Figure 1. Met1 routing (run 1).
Supply wires on this layer in gray.
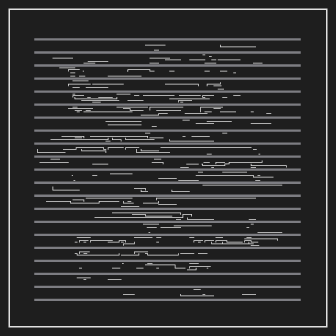
Figure 2. Met2 routing (run 1).
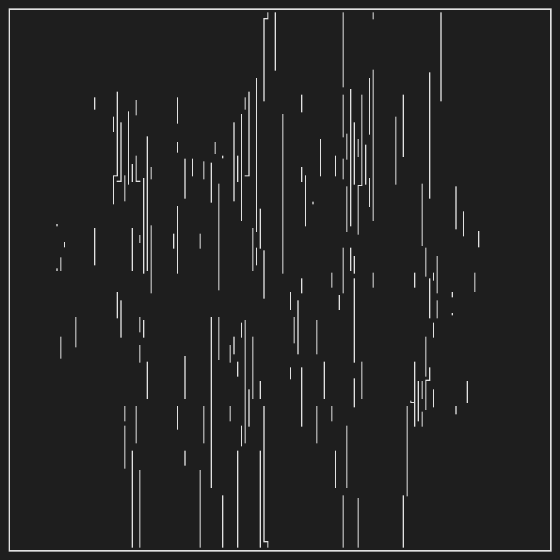
Figure 3. Met3 routing (run 1).
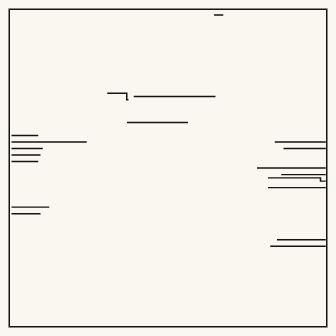
Figure 4. Clock nets (run 1).
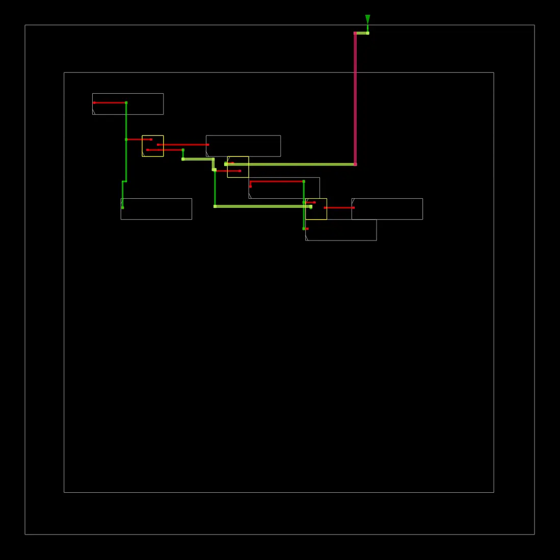
## config.mk

```make
export PLATFORM = sky130hd
export DESIGN_NAME = hazard_stall_unit
export DESIGN_NICKNAME = d
export VERILOG_FILES = /design/src/rtl/hazard_pkg.sv /design/src/rtl/hazard_perf_counters.sv /design/src/rtl/hazard_stall_unit.sv
export SDC_FILE = /design/constraint.sdc
export NUM_CORES = 1
export LEC_CHECK = 0
export ABC_AREA = 1
export CAP_MARGIN = 20
export CELL_PAD_IN_SITES_DETAIL_PLACEMENT = 1
export CELL_PAD_IN_SITES_GLOBAL_PLACEMENT = 2
export CORE_MARGIN = 5
export CORE_UTILIZATION = 17
export CTS_CLUSTER_DIAMETER = 80
export CTS_CLUSTER_SIZE = 40
export DETAILED_ROUTE_END_ITERATION = 6
export GPL_TIMING_DRIVEN = 0
export PLACE_DENSITY_LB_ADDON = 0.1
export SYNTH_ARGS = -nofsm -noshare
export SYNTH_HDL_FRONTEND = slang
export SYNTH_SLANG_ARGS = --single-unit
```

## constraint.sdc

```tcl
create_clock -name clk -period 1.75 [get_ports clk]
set_clock_uncertainty 0.2 [all_clocks]
set_input_delay 0.35 -clock clk [delete_from_list [all_inputs] [get_ports clk]]
set_output_delay 0.35 -clock clk [all_outputs]
set_load 0.01 [all_outputs]
```

## src/rtl/hazard_pkg.sv

```systemverilog
// Shared constants and state encodings for the hazard/stall unit.
package hazard_pkg;

  typedef enum logic [1:0] {
    ST_RUN        = 2'd0,
    ST_LOAD_STALL = 2'd1,
    ST_MEM_WAIT   = 2'd2
  } stall_state_e;

  localparam logic [4:0] REG_ZERO = 5'd0;
  localparam int unsigned PERF_W = 32;

  function automatic logic [PERF_W-1:0] sat_inc(input logic [PERF_W-1:0] v);
    return (&v) ? v : v + PERF_W'(1);
  endfunction

endpackage

```

## src/rtl/hazard_perf_counters.sv

```systemverilog
// Saturating event counters for load stalls, memory freezes and branch flushes.
module hazard_perf_counters
  import hazard_pkg::*;
(
  input  logic              clk,
  input  logic              reset,
  input  logic              load_stall,
  input  logic              mem_stall,
  input  logic              flush,
  output logic [PERF_W-1:0] perf_load_stalls,
  output logic [PERF_W-1:0] perf_mem_stalls,
  output logic [PERF_W-1:0] perf_flushes
);

  logic [PERF_W-1:0] load_q, load_d;
  logic [PERF_W-1:0] mem_q, mem_d;
  logic [PERF_W-1:0] flush_q, flush_d;

  always_comb begin
    load_d  = load_stall ? sat_inc(load_q) : load_q;
    mem_d   = mem_stall ? sat_inc(mem_q) : mem_q;
    flush_d = flush ? sat_inc(flush_q) : flush_q;
  end

  always_ff @(posedge clk or posedge reset) begin
    if (reset) begin
      load_q  <= '0;
      mem_q   <= '0;
      flush_q <= '0;
    end else begin
      load_q  <= load_d;
      mem_q   <= mem_d;
      flush_q <= flush_d;
    end
  end

  assign perf_load_stalls = load_q;
  assign perf_mem_stalls  = mem_q;
  assign perf_flushes     = flush_q;

endmodule

```

## src/rtl/hazard_stall_unit.sv

```systemverilog
// Pipeline stall/flush controller for load-use, taken-branch and data-memory wait hazards.
// Optional HAZARD_PERF_EN adds saturating performance counters.
module hazard_stall_unit
  import hazard_pkg::*;
#(
  parameter int unsigned LOAD_USE_BUBBLES = 1,
  parameter int unsigned CNT_W            = 2
) (
  input  logic        clk,
  input  logic        reset,
  input  logic [4:0]  IF_ID_rs,
  input  logic [4:0]  IF_ID_rt,
  input  logic        IF_ID_uses_rs,
  input  logic        IF_ID_uses_rt,
  input  logic        ID_EX_mem_read,
  input  logic [4:0]  ID_EX_rt,
  input  logic        branch_taken,
  input  logic        EX_MEM_mem_access,
  input  logic        dmem_ready,
  output logic        pc_write,
  output logic        IF_ID_write,
  output logic        IF_ID_flush,
  output logic        ID_EX_flush,
  output logic        back_freeze,
  output logic [1:0]  stall_state
`ifdef HAZARD_PERF_EN
  ,
  output logic [PERF_W-1:0] perf_load_stalls,
  output logic [PERF_W-1:0] perf_mem_stalls,
  output logic [PERF_W-1:0] perf_flushes
`endif
);

  logic [1:0]       state_q, state_d;
  logic [1:0]       ret_q, ret_d;
  logic [1:0]       eff_state;
  logic [CNT_W-1:0] cnt_q, cnt_d;
  logic             load_use;
  logic             mem_busy;

  assign load_use = ID_EX_mem_read && (ID_EX_rt != REG_ZERO) &&
                    ((IF_ID_uses_rs && (IF_ID_rs == ID_EX_rt)) ||
                     (IF_ID_uses_rt && (IF_ID_rt == ID_EX_rt)));
  assign mem_busy = EX_MEM_mem_access && !dmem_ready;

  always_comb begin
    state_d     = state_q;
    ret_d       = ret_q;
    cnt_d       = cnt_q;
    pc_write    = 1'b1;
    IF_ID_write = 1'b1;
    IF_ID_flush = 1'b0;
    ID_EX_flush = 1'b0;
    back_freeze = 1'b0;
    // On the ready cycle MEM_WAIT behaves exactly like the state it interrupted.
    eff_state   = (state_q == ST_MEM_WAIT) ? ret_q : state_q;

    if (mem_busy) begin
      pc_write    = 1'b0;
      IF_ID_write = 1'b0;
      back_freeze = 1'b1;
      if (state_q == ST_RUN || state_q == ST_LOAD_STALL) begin
        state_d = ST_MEM_WAIT;
        ret_d   = state_q;
      end else if (state_q != ST_MEM_WAIT) begin
        state_d = ST_RUN;
      end
    end else begin
      ret_d = ST_RUN;
      case (eff_state)
        ST_LOAD_STALL: begin
          if (branch_taken) begin
            IF_ID_flush = 1'b1;
            ID_EX_flush = 1'b1;
            state_d     = ST_RUN;
            cnt_d       = '0;
          end else begin
            pc_write    = 1'b0;
            IF_ID_write = 1'b0;
            ID_EX_flush = 1'b1;
            cnt_d       = (cnt_q != '0) ? cnt_q - CNT_W'(1) : '0;
            state_d     = (cnt_q <= CNT_W'(1)) ? ST_RUN : ST_LOAD_STALL;
          end
        end
        default: begin
          state_d = ST_RUN;
          if (branch_taken) begin
            IF_ID_flush = 1'b1;
            ID_EX_flush = 1'b1;
          end else if (load_use) begin
            pc_write    = 1'b0;
            IF_ID_write = 1'b0;
            ID_EX_flush = 1'b1;
            if (LOAD_USE_BUBBLES > 1) begin
              state_d = ST_LOAD_STALL;
              cnt_d   = CNT_W'(LOAD_USE_BUBBLES - 1);
            end
          end
        end
      endcase
    end

    // Outputs take their reset values as soon as reset rises, not at the next edge.
    if (reset) begin
      pc_write    = 1'b1;
      IF_ID_write = 1'b1;
      IF_ID_flush = 1'b0;
      ID_EX_flush = 1'b0;
      back_freeze = 1'b0;
    end
  end

  always_ff @(posedge clk or posedge reset) begin
    if (reset) begin
      state_q <= ST_RUN;
      ret_q   <= ST_RUN;
      cnt_q   <= '0;
    end else begin
      state_q <= state_d;
      ret_q   <= ret_d;
      cnt_q   <= cnt_d;
    end
  end

  assign stall_state = state_q;

`ifdef HAZARD_PERF_EN
  hazard_perf_counters u_perf (
    .clk              (clk),
    .reset            (reset),
    .load_stall       (!pc_write && !back_freeze),
    .mem_stall        (back_freeze),
    .flush            (IF_ID_flush),
    .perf_load_stalls (perf_load_stalls),
    .perf_mem_stalls  (perf_mem_stalls),
    .perf_flushes     (perf_flushes)
  );
`endif

endmodule

```

==> flow_metrics.rpt, run 1 <==
FLOW METRICS REPORT
----------------------------------------------------
[Synthesis]
  Synth top area share ........................ 28.2%
  Post-synth cell types ........................ 17
  Share of flip-flops with an asynchronous set or reset ........................ 100%

[Cells and area]
  Final design utilization ........................ 30.8%
  Most frequently placed logic cell in the final layout ........................ sky130_fd_sc_hd__nand2_1
  Fraction of layout cells with a size suffix above 1 ........................ 41.9%
  Sequential portion of the cell area ........................ 16.2%

[Timing]
  Final tally of setup violations ........................ 3
  Setup WS post-layout ........................ -0.121 ns
  Slew Viols, Final ........................ 0
  Headroom to the max-slew limit ........................ 83.8%

[Global route]
  Grt ovf ........................ 0
  Number of antenna violations at the first check in global routing ........................ 0
  Wire length of the first global-routing pass ........................ 2.95 mm

[Status]
  Status ........................ finished, violations left
  Violations in the final reports ........................ setup timing

[Clock tree]
  Number of buffers inserted for hold repair after clock tree synthesis ........................ 0

[Setup path]
  Reg-to-reg critical path startpoint ........................ stall_state[1]
  Worst path required time ........................ 1.20 ns
  Worst reg2reg setup slack ........................ 0.24 ns
  Termination of the worst setup path ........................ pc_write
  Worst Setup End Kind ........................ output port

[Worst hold path]
  Hold crit path type ........................ in -> async

----------------------------------------------------
-- Figure 1 (at the start) --
nets with wire on the layer	135
share of all routed wire	44%
longest straight run	20.7 microns
Routed WL: 1.75 mm
routed vias: 687
M1 GR Usage: 11.0%

-- Figure 2 (at the start) --
share of all routed wire	45%
longest straight run	20.7 microns
wire length on this layer	786 microns

-- Figure 3 (at the start) --
longest straight run	16.8 microns
share of all routed wire	10%
nets with wire on the layer	17
met3 track utilization from global routing: 4.25%

-- Figure 4 (at the start) --
clock buffer instance count of the final layout: 3
total clock buffers created by CTS: 3
clk_lat worst skew: 0.24 ns
flip-flops: 6
clock network power: 0.127 mW

==> run 1: worst max-delay path, stage by stage (launching register included) <==
cell and delay [ns]:
sky130_fd_sc_hd__dfrtp_1 0.41, sky130_fd_sc_hd__nand2_2 0.10, sky130_fd_sc_hd__nor3_4 0.15, sky130_fd_sc_hd__nor2_4 0.06, sky130_fd_sc_hd__nand3_2 0.07, sky130_fd_sc_hd__nand2_2 0.07
sky130_fd_sc_hd__buf_6 0.11, sky130_fd_sc_hd__buf_6 0.11
==> run 1: timing repair <==
item	4_1_cts	5_1_grt
pin swaps	23	7
resized	95	18
buffers inserted	5	3
endpoints found under the setup margin	7	5
## Run 2: what changed since run 1
--- a/config.mk
+++ b/config.mk
@@ -14,6 +14,7 @@
 export CTS_CLUSTER_DIAMETER = 80
 export CTS_CLUSTER_SIZE = 40
 export DETAILED_ROUTE_END_ITERATION = 6
+export GPL_ROUTABILITY_DRIVEN = 0
 export GPL_TIMING_DRIVEN = 0
 export PLACE_DENSITY_LB_ADDON = 0.1
 export SYNTH_ARGS = -nofsm -noshare
Figure 5. Met3 routing (run 2).
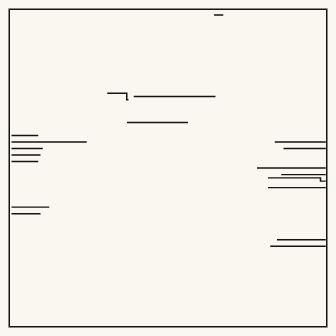

Figure 6. Met1 routing (run 2).
Supply wires on this layer in gray.
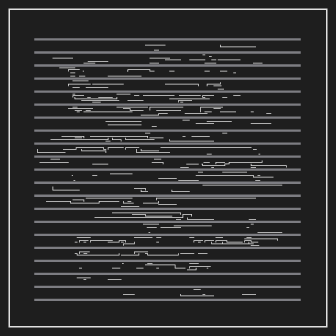
longest straight run	20.7 microns
nets with wire on the layer	135
wire length on this layer	770 microns
main direction	horizontal
share of all routed wire	44%

==> flow_metrics.rpt, run 2 <==
FLOW METRICS REPORT
----------------------------------------------------
[Clock tree]
  Gates resized, CTS repair ........................ 95 (unchanged)
  Number of buffers inserted for hold repair after clock tree synthesis ........................ 0 (unchanged)
  Total clock buffers created by CTS ........................ 3 (unchanged)
  Clk_lat worst skew ........................ 0.24 ns (about the same)

[Global route]
  Number of antenna violations at the first check in global routing ........................ 0 (unchanged)
  Grt ovf ........................ 0 (unchanged)
  M1 GR Usage ........................ 11.0% (unchanged)
  Met3 track utilization from global routing ........................ 4.25% (unchanged)

[Pwr]
  Clock network power ........................ 0.127 mW (about the same)
  Largest power group ........................ registers

[Cells and area]
  Fraction of layout cells with a size suffix above 1 ........................ 41.9% (unchanged)
  Final design utilization ........................ 30.8% (unchanged)

[Timing]
  Slew Viols, Final ........................ 0 (unchanged)
  TNS Setup ........................ -0.201 ns
  Final tally of setup violations ........................ 3 (unchanged)
  Setup WS post-layout ........................ -0.121 ns (unchanged)
  Headroom to the max-slew limit ........................ 83.8% (unchanged)
  Share of the cycle needed by the critical path after routing ........................ 107%

[Setup path]
  Cell family with the largest share of critical-path delay ........................ simple AND/OR/NAND/NOR gates
  Worst path required time ........................ 1.20 ns (about the same)
  Buf+Inv Stages, Crit Path ........................ 2 (unchanged)
  Cell-by-cell trace of the critical path ........................ nand2_2 > nor3_4 > nor2_4 > nand3_2 > nand2_2 > buf_6 > buf_6
  Worst Setup End Kind ........................ output port
  Cell at the slowest stage of the critical path ........................ sky130_fd_sc_hd__dfrtp_1

[Status]
  Status ........................ finished, violations left
  Violations in the final reports ........................ setup timing

[Detailed routing]
  Routed vias ........................ 687 (unchanged)
  Routed WL ........................ 1.75 mm (unchanged)

[Synthesis]
  Synth top area share ........................ 28.2% (unchanged)
  Post-synth cell types ........................ 17 (unchanged)
  Post-synth design cell area ........................ 533 sq um

[Worst hold path]
  Hold crit path type ........................ in -> async

----------------------------------------------------
Figure 7. Routed metal per tile (run 2).
The bar under the picture is 20 microns long. The die is cut into 13 by 13 equal tiles; dark purple is low, yellow is high, scaled to the fullest tile. Values are wire area over tile area, all layers added.
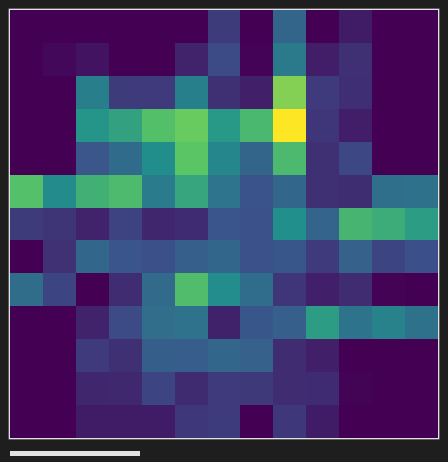
densest ninth of the die	center
mean over tiles	0.066
emptiest ninth of the die	lower left
tiles over half the peak	11%
nearly empty tiles	30%

-- run 2: cell counts after synthesis --
Identical to the previous run, type by type.
-- run 2: path summary, 6_finish.rpt --
path | startpoint | end | slack [ns]
min reg2reg | stall_state[0] | stall_state[1] | 0.34
max in group asynchronous | reset | stall_state[0] | 1.08
min in group clk | stall_state[0] | stall_state[1] | 0.34
min | reset | cnt_q[0] | 0.06
max reg2reg | stall_state[1] | cnt_q[0] | 0.24
max | stall_state[1] | pc_write | -0.12
-- run 2: final cells by class --
class | instances | area share [%]
multi-input combinational | 65 | 35.7
sequential | 6 | 16.2
inverter | 24 | 9.65
tap | 44 | 5.90
clock buffer | 3 | 2.41
buffer | 1 | 1.21
timing repair buffer | 37 | 29.0
Power is estimated from default activity; no workload was simulated.
